File: src/rtl/gray_burst_arbiter_if.sv
// Request/grant bus between the sequencing clients and the Gray burst arbiter.
interface gray_burst_arbiter_if #(
  parameter int NREQ  = 4,
  parameter int CBITS = 10
);
  logic [NREQ-1:0]       req;
  logic [NREQ*CBITS-1:0] len;
  logic [NREQ-1:0]       grant;
  logic                  busy;
  logic [CBITS-1:0]      gray_c;
  logic                  sig;
  logic [NREQ-1:0]       done;

  modport master (
    output req, len,
    input  grant, busy, gray_c, sig, done
  );

  modport slave (
    input  req, len,
    output grant, busy, gray_c, sig, done
  );
endinterface

File: src/rtl/gray_burst_arbiter.sv
// Round-robin arbiter sharing one binary step counter among NREQ requesters;
// the owner's burst of len counts is published in Gray code, then done pulses.
module gray_burst_arbiter #(
  parameter int NREQ  = 4,
  parameter int CBITS = 10
) (
  input logic                 clk,
  input logic                 rst,
  gray_burst_arbiter_if.slave bus
);

  localparam int          PW = (NREQ > 1) ? $clog2(NREQ) : 1;
  localparam int unsigned N  = NREQ;

  localparam logic [1:0] IDLE = 2'd0;
  localparam logic [1:0] RUN  = 2'd1;
  localparam logic [1:0] DONE = 2'd2;

  logic [1:0]       state;
  logic [PW-1:0]    ptr;      // last granted requester; doubles as current owner
  logic [CBITS-1:0] cnt;
  logic [CBITS-1:0] last;     // latched len-1; len==0 wraps to all-ones (full burst)

  logic [PW-1:0]    pick;
  logic             found;
  logic [31:0]      idx;
  logic [CBITS-1:0] len_sel;
  logic [NREQ-1:0]  own_oh;

  // Round-robin scan starting just after the last owner
  always_comb begin
    pick  = '0;
    found = 1'b0;
    idx   = '0;
    for (int unsigned k = 1; k <= N; k++) begin
      idx = 32'(ptr) + k;
      if (idx >= N) idx = idx - N;
      if (!found && bus.req[idx[PW-1:0]]) begin
        found = 1'b1;
        pick  = idx[PW-1:0];
      end
    end
  end

  // Burst length of the requester about to be granted
  always_comb begin
    len_sel = '0;
    for (int unsigned i = 0; i < N; i++) begin
      if (pick == PW'(i)) len_sel = bus.len[i*CBITS +: CBITS];
    end
  end

  // Arbitration FSM and shared step counter
  always_ff @(posedge clk or posedge rst) begin
    if (rst) begin
      state <= IDLE;
      cnt   <= '0;
      last  <= '0;
      ptr   <= PW'(NREQ - 1);
    end else begin
      case (state)
        IDLE: begin
          if (found) begin
            ptr   <= pick;
            cnt   <= '0;
            last  <= len_sel - CBITS'(1);
            state <= RUN;
          end
        end
        RUN: begin
          if (!bus.req[ptr])     state <= IDLE;
          else if (cnt == last)  state <= DONE;
          else                   cnt   <= cnt + CBITS'(1);
        end
        DONE:    state <= IDLE;
        default: state <= IDLE;
      endcase
    end
  end

  // Outputs decoded from state so reset clears them immediately
  always_comb begin
    own_oh     = NREQ'(1) << ptr;
    bus.busy   = (state == RUN);
    bus.grant  = bus.busy ? own_oh : '0;
    bus.done   = (state == DONE) ? own_oh : '0;
    bus.gray_c = bus.busy ? (cnt ^ (cnt >> 1)) : '0;
    bus.sig    = bus.busy && (cnt == '0);
  end

endmodule
File: src/flat_wrapper.sv
// flat-port wrapper written by rule: the top's interface ports become plain ports
module gray_burst_arbiter_flat 
#(
  parameter int NREQ  = 4,
  parameter int CBITS = 10
)
  (clk, rst, bus_req, bus_len, bus_grant, bus_busy, bus_gray_c, bus_sig, bus_done);
  gray_burst_arbiter_if #(.NREQ(NREQ), .CBITS(CBITS)) bus_i ();
  input logic clk;
  input logic rst;
  input wire logic [$bits(bus_i.req)-1:0] bus_req;
  input wire logic [$bits(bus_i.len)-1:0] bus_len;
  output wire logic [$bits(bus_i.grant)-1:0] bus_grant;
  output wire logic [$bits(bus_i.busy)-1:0] bus_busy;
  output wire logic [$bits(bus_i.gray_c)-1:0] bus_gray_c;
  output wire logic [$bits(bus_i.sig)-1:0] bus_sig;
  output wire logic [$bits(bus_i.done)-1:0] bus_done;
  assign bus_i.req = bus_req;
  assign bus_i.len = bus_len;
  assign bus_grant = bus_i.grant;
  assign bus_busy = bus_i.busy;
  assign bus_gray_c = bus_i.gray_c;
  assign bus_sig = bus_i.sig;
  assign bus_done = bus_i.done;
  gray_burst_arbiter #(.NREQ(NREQ), .CBITS(CBITS)) u_core (.clk(clk), .rst(rst), .bus(bus_i));
endmodule
File: config.mk
export PLATFORM = sky130hd
export DESIGN_NAME = gray_burst_arbiter_flat
export DESIGN_NICKNAME = d
export VERILOG_FILES = /design/src/rtl/gray_burst_arbiter_if.sv /design/src/rtl/gray_burst_arbiter.sv /design/src/flat_wrapper.sv
export SDC_FILE = /design/constraint.sdc
export NUM_CORES = 1
export LEC_CHECK = 0
export CORE_ASPECT_RATIO = 1.25
export CORE_MARGIN = 4
export CORE_UTILIZATION = 29
export CTS_CLUSTER_DIAMETER = 60
export CTS_CLUSTER_SIZE = 12
export DETAILED_ROUTE_END_ITERATION = 10
export HOLD_SLACK_MARGIN = 0.03
export PLACE_DENSITY = 0.54
export SLEW_MARGIN = 30
export SYNTH_ARGS = -nofsm -noshare
export SYNTH_HDL_FRONTEND = slang
export SYNTH_SLANG_ARGS = --single-unit
File: constraint.sdc
create_clock -name clk -period 10.18 [get_ports clk]
set_clock_uncertainty 0.2 [all_clocks]
set_input_delay 2.545 -clock clk [delete_from_list [all_inputs] [get_ports clk]]
set_output_delay 2.545 -clock clk [all_outputs]
set_load 0.01 [all_outputs]
### Clock distribution

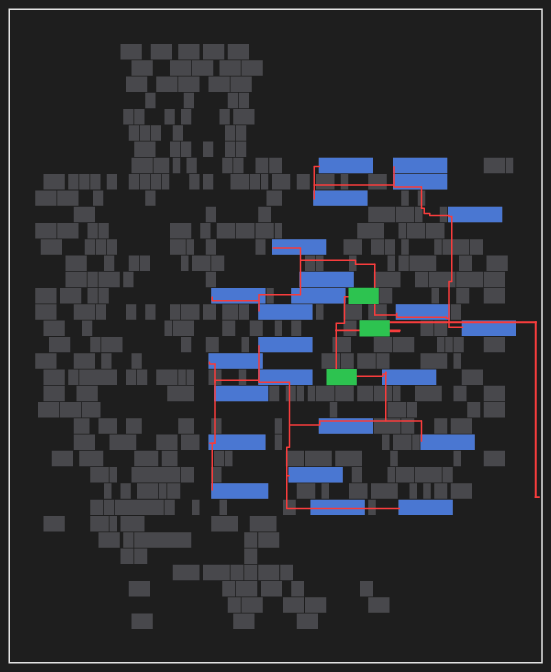
[green] clock-net drivers | count: 3
[red] clock wires | length: 338 um
[blue] flip-flops | count: 24
routed clock nets: 4
Power Clock: 58.6 uW
power share of the clock group: 0.062

### Pin placement

Pins as bars across the die edge, other pins in gray.
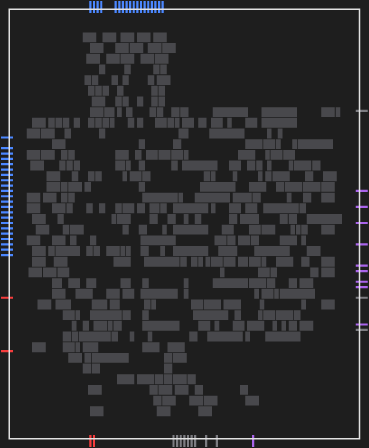
[red] bus_req | pins: 4 | direction: input | edge: 2 bottom, 2 left
[purple] bus_gray_c | pins: 10 | direction: output | edge: 9 right, 1 bottom
[blue] bus_len | pins: 40 | direction: input | edge: 22 left, 18 top
all pins by edge: 24 left, 18 top, 12 bottom, 12 right
Die X: 88.8 um
port buffer count: 65
die height: 109 um

### Cell sizes after repair

Bar = 20 um.
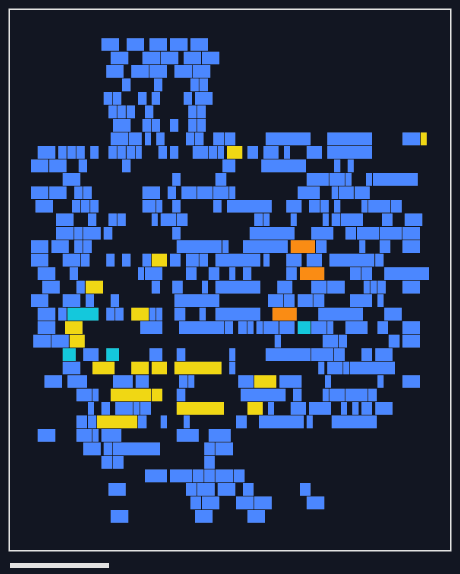
[yellow] x2 | cells: 17 | share: 4.9%
[orange] x6 and larger | cells: 3 | share: 0.86%
[blue] x1 and smaller | cells: 323 | share: 93%
[cyan] x3 and x4 | cells: 4 | share: 1.2%

### Placement by cell class

Bar = 20 um.
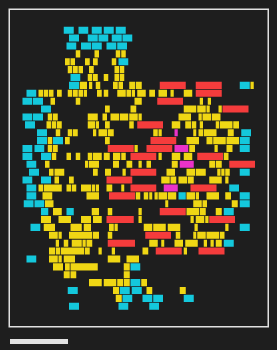
[yellow] remaining logic cells | cells: 251 | share of their area: 56%
[red] registers | cells: 24 | share of their area: 20%
[magenta] clock drivers and dummy loads | cells: 4 | share of their area: 1.5%
[cyan] remaining buffers and delay cells | cells: 68 | share of their area: 23%
flop share of the area: 0.194
Finished Cell Area: 3110 sq um
num rows: 36
Placeable Area: 7880 sq um

### Clock nets

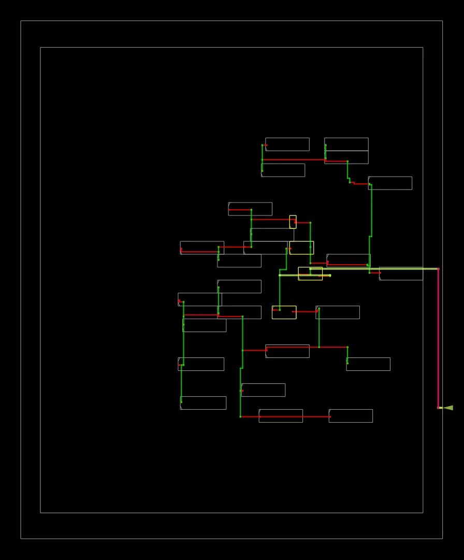
# clk buffers: 4
CTS Buf Count: 3

==> results.tsv <==
stage	metric	value	unit
outcome	status	complete, no violations	
route	topRoutingLayerUsed	met4	
die	n_tap_cell	95	
pwr	pwr-share-seq	0.184	
clocking	insertion_delay	0.27	ns
setup_path	cpMaxStageDelayCell	a222oi_1	
placement	gp_congestion	0.795	
logic_synthesis	top_cell	nand3_1	
finish	logic_gate_count	236	
setup_path	required	10.13	ns
pwr	total_leakage_power	0.00131	uW
finish	comb_share	0.519	
hold_path	hold_path.class	reg2reg	
setup_path	r2r-end	u_core.last[9]	
logic_synthesis	yosys_area	2360	sq um
global_route	met2_usage	0.218	
logic_synthesis	synthArstFlopShare	1.00	
finish	area_growth_syn_to_layout	31.5	%
flow_run	max_cap_viol_count	0	
setup_path	reg2reg_from	u_core.ptr[0]	
pwr	p_total	939	uW
global_route	grt_pass1_vias	2186	
route	met3WireLength	269	um
finish	largest_class	logic gates	
pwr	p_sw_frac	0.532	
clocking	post_cts_buffers	0	
die	pin_count	66	
global_route	antenna_found_initial	0	
route	wl_met2	3180	um
[worst min-delay path, stage by stage (launching register included)]
cell and delay [ns]:
dfrtp_1 0.37, nand2_1 0.05, o21ai_1 0.06
[flip-flops by register name, summed over array words and instances (netlist names)]
signal        cells
u_core.cnt       10
u_core.last      10
u_core.ptr        2
u_core.state      2
[worst min path at each step]
stage                   start        endpoint  cells after the start  slack [ns]
3_5_place_dp   u_core.last[3]  u_core.last[3]                      2        0.30
2_1_floorplan  u_core.last[1]  u_core.last[1]                      2        0.27
3_3_place_gp   u_core.last[1]  u_core.last[1]                      2        0.29
6_report       u_core.last[3]  u_core.last[3]                      2        0.32
4_1_cts        u_core.last[3]  u_core.last[3]                      2        0.32
5_1_grt        u_core.last[3]  u_core.last[3]                      2        0.35
Power is estimated from default activity; no workload was simulated.
